[config.mk]
export PLATFORM = sky130hd
export DESIGN_NAME = fp_op_issuer
export DESIGN_NICKNAME = d
export VERILOG_FILES = /design/src/rtl/fp_op_issuer.sv
export SDC_FILE = /design/constraint.sdc
export NUM_CORES = 1
export LEC_CHECK = 0
export ABC_AREA = 1
export CORE_AREA = 2 2 108 110
export DETAILED_ROUTE_END_ITERATION = 12
export DIE_AREA = 0 0 110 112
export PLACE_DENSITY = 0.85
export SYNTH_ARGS = -nofsm -noshare
export SYNTH_HDL_FRONTEND = slang
export SYNTH_SLANG_ARGS = --single-unit
[constraint.sdc]
create_clock -name clk -period 6.16 [get_ports clk]
set_input_delay 0.924 -clock clk [delete_from_list [all_inputs] [get_ports clk]]
set_output_delay 0.924 -clock clk [all_outputs]
set_load 0.05 [all_outputs]
[src/rtl/fp_op_issuer.sv]
// fp_op_issuer: command-side initiator for the Q8.23 fixed-point ALU.
// Accepts a request, drives operands/opcode/start to the ALU and waits a
// fixed latency (Add/Mul) or for done (Div, with timeout). It then returns
// the captured result with an error flag.
// Optional build macro: FPISSUE_STATS_EN adds the stat_ops/stat_errs counters.
module fp_op_issuer #(
   parameter int WIDTH       = 32,
   parameter int FIX_WAIT    = 2,
   parameter int DIV_TIMEOUT = 64
) (
   input  logic             clk,
   input  logic             rst,
   input  logic             req_valid,
   output logic             req_ready,
   input  logic [WIDTH-1:0] req_a,
   input  logic [WIDTH-1:0] req_b,
   input  logic [1:0]       req_op,
   output logic             rsp_valid,
   input  logic             rsp_ready,
   output logic [WIDTH-1:0] rsp_data,
   output logic             rsp_err,
   output logic [WIDTH-1:0] alu_a,
   output logic [WIDTH-1:0] alu_b,
   output logic [1:0]       alu_opcode,
   output logic             alu_start,
   input  logic [WIDTH-1:0] alu_c,
   input  logic             alu_done,
   output logic             busy
`ifdef FPISSUE_STATS_EN
   ,
   output logic [15:0]      stat_ops,
   output logic [15:0]      stat_errs
`endif
);

   localparam int CNT_W = $clog2(DIV_TIMEOUT + FIX_WAIT + 1);
   localparam logic [CNT_W-1:0] FIX_LOAD = CNT_W'(FIX_WAIT - 1);
   localparam logic [CNT_W-1:0] DIV_LAST = CNT_W'(DIV_TIMEOUT - 1);
   localparam logic [1:0] OP_ADD = 2'b00;
   localparam logic [1:0] OP_MUL = 2'b01;
   localparam logic [1:0] OP_DIV = 2'b10;

   typedef enum logic [1:0] {IDLE, WAIT_FIX, WAIT_DIV, RESP} state_t;

   state_t           r_state;
   state_t           w_next;
   logic [CNT_W-1:0] r_cnt;
   logic [WIDTH-1:0] r_alu_a;
   logic [WIDTH-1:0] r_alu_b;
   logic [1:0]       r_alu_op;
   logic             r_alu_start;
   logic [WIDTH-1:0] r_rsp_data;
   logic             r_rsp_err;
   logic             w_accept;
   logic             w_div_done;
   logic             w_div_tmo;
   logic             w_fix_done;
   logic             w_rsp_hs;

   // Handshake and completion conditions; done is masked during the start
   // cycle so a level left over from a previous divide is not taken as ours.
   assign w_accept   = req_valid && (r_state == IDLE);
   assign w_div_done = alu_done && !r_alu_start;
   assign w_div_tmo  = !w_div_done && (r_cnt == DIV_LAST);
   assign w_fix_done = (r_cnt == '0);
   assign w_rsp_hs   = (r_state == RESP) && rsp_ready;

   assign req_ready  = (r_state == IDLE) && !rst;
   assign rsp_valid  = (r_state == RESP);
   assign busy       = (r_state != IDLE);
   assign rsp_data   = r_rsp_data;
   assign rsp_err    = r_rsp_err;
   assign alu_a      = r_alu_a;
   assign alu_b      = r_alu_b;
   assign alu_opcode = r_alu_op;
   assign alu_start  = r_alu_start;

   // State register.
   always_ff @(posedge clk or posedge rst) begin
      if (rst) r_state <= IDLE;
      else     r_state <= w_next;
   end

   // Next-state decode.
   always_comb begin
      w_next = r_state;
      case (r_state)
         IDLE: begin
            if (w_accept) begin
               if (req_op == OP_ADD || req_op == OP_MUL) w_next = WAIT_FIX;
               else if (req_op == OP_DIV)                w_next = WAIT_DIV;
               else                                      w_next = RESP;
            end
         end
         WAIT_FIX: if (w_fix_done) w_next = RESP;
         WAIT_DIV: if (w_div_done || w_div_tmo) w_next = RESP;
         RESP:     if (rsp_ready) w_next = IDLE;
         default:  w_next = IDLE;
      endcase
   end

   // Operand capture, latency counter, start pulse and result capture.
   always_ff @(posedge clk or posedge rst) begin
      if (rst) begin
         r_cnt       <= '0;
         r_alu_a     <= '0;
         r_alu_b     <= '0;
         r_alu_op    <= 2'b00;
         r_alu_start <= 1'b0;
         r_rsp_data  <= '0;
         r_rsp_err   <= 1'b0;
      end else begin
         r_alu_start <= 1'b0;
         case (r_state)
            IDLE: begin
               if (w_accept) begin
                  r_alu_a  <= req_a;
                  r_alu_b  <= req_b;
                  r_alu_op <= req_op;
                  if (req_op == OP_ADD || req_op == OP_MUL) begin
                     r_cnt <= FIX_LOAD;
                  end else if (req_op == OP_DIV) begin
                     r_alu_start <= 1'b1;
                     r_cnt       <= '0;
                  end else begin
                     r_rsp_data <= '0;
                     r_rsp_err  <= 1'b1;
                  end
               end
            end
            WAIT_FIX: begin
               if (w_fix_done) begin
                  r_rsp_data <= alu_c;
                  r_rsp_err  <= 1'b0;
               end else begin
                  r_cnt <= r_cnt - CNT_W'(1);
               end
            end
            WAIT_DIV: begin
               if (w_div_done) begin
                  r_rsp_data <= alu_c;
                  r_rsp_err  <= 1'b0;
               end else if (w_div_tmo) begin
                  r_rsp_data <= '0;
                  r_rsp_err  <= 1'b1;
               end else begin
                  r_cnt <= r_cnt + CNT_W'(1);
               end
            end
            RESP: if (rsp_ready) r_rsp_err <= 1'b0;
            default: ;
         endcase
      end
   end

`ifdef FPISSUE_STATS_EN
   logic [15:0] r_stat_ops;
   logic [15:0] r_stat_errs;

   assign stat_ops  = r_stat_ops;
   assign stat_errs = r_stat_errs;

   // Saturating counters of accepted requests and error responses delivered.
   always_ff @(posedge clk or posedge rst) begin
      if (rst) begin
         r_stat_ops  <= '0;
         r_stat_errs <= '0;
      end else begin
         if (w_accept && r_stat_ops != 16'hFFFF) r_stat_ops <= r_stat_ops + 16'd1;
         if (w_rsp_hs && r_rsp_err && r_stat_errs != 16'hFFFF)
            r_stat_errs <= r_stat_errs + 16'd1;
      end
   end
`else
   logic w_unused_hs;
   assign w_unused_hs = w_rsp_hs;
`endif

endmodule

### The metal 3 layer

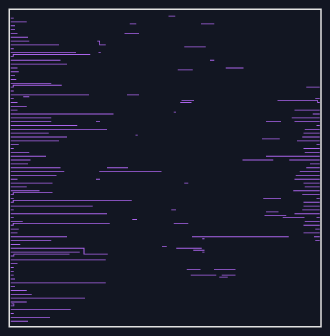
wire length on this layer: 1,370 µm
longest straight run: 41.9 µm
share of all routed wire: 9.5%
nets with wire on the layer: 144
main direction: horizontal

### Wires at chosen ports, followed through buffers

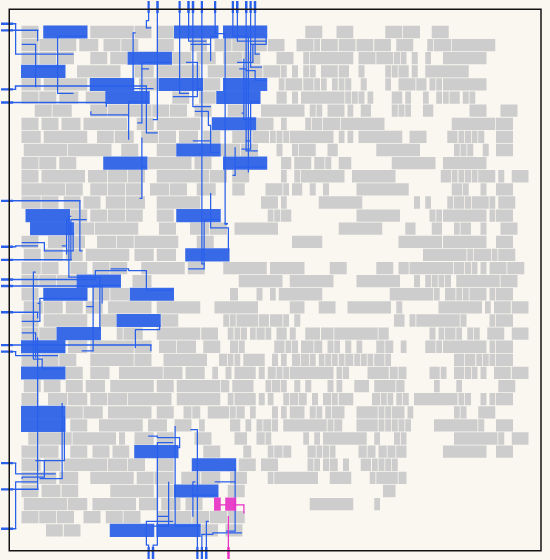
| port | colour | bits | direction | edge | end cells | buffers | wire |
|---|---|---|---|---|---|---|---|
| rst | magenta | 1 | input | bottom | 2 | 1 | 12.0 µm |
| alu_a | blue | 32 | output | 15 left, 12 top, 5 bottom | 32 | 32 | 1,200 µm |

==> impl_metrics.json <==
{
  "synth_top_cell_by_area": "dfrtp_1",
  "finalCriticalPeriod_ns": 3.24,
  "ys_cells": 524,
  "portBuffers": 205,
  "synth_cell_types": 26,
  "clk_share_pct": 4.20,
  "topCellsByArea": "dfrtp_1 (53%), mux2_2 (14%), nand2_1 (11%)",
  "top_logic_kind": "simple AND/OR/NAND/NOR gates",
  "critical_path_class": "primary input to primary output",
  "synth.area.mux_share_pct": 14.3,
  "min_path_cells": 2,
  "ys.warnings.count": 0,
  "ff2ff_setup_slack_ns": 3.81,
  "row_count": 39,
  "cpMostUsedCell": "clkdlybuf4s50_1",
  "insertion_delay_ns": 0.34,
  "synth-edff-count": 0,
  "grt.busiest_layer": "met2",
  "most_common_cell": "nand2_1",
  "outcome": "completed",
  "grt_overflow": 0,
  "layout_top_cells": "clkdlybuf4s50_1 (205), nand2_1 (148), dfrtp_1 (109), mux2_2 (65), nor2_1 (46)",
  "hpwl_um": 10400,
  "grt_max_degree": 69,
  "grt_pass1_vias": 4704,
  "met3WireLength_um": 1370,
  "synthAdderAreaFrac_pct": 2.93,
  "use_met2_pct": 41.7,
  "nNonClkInverters": 33
}
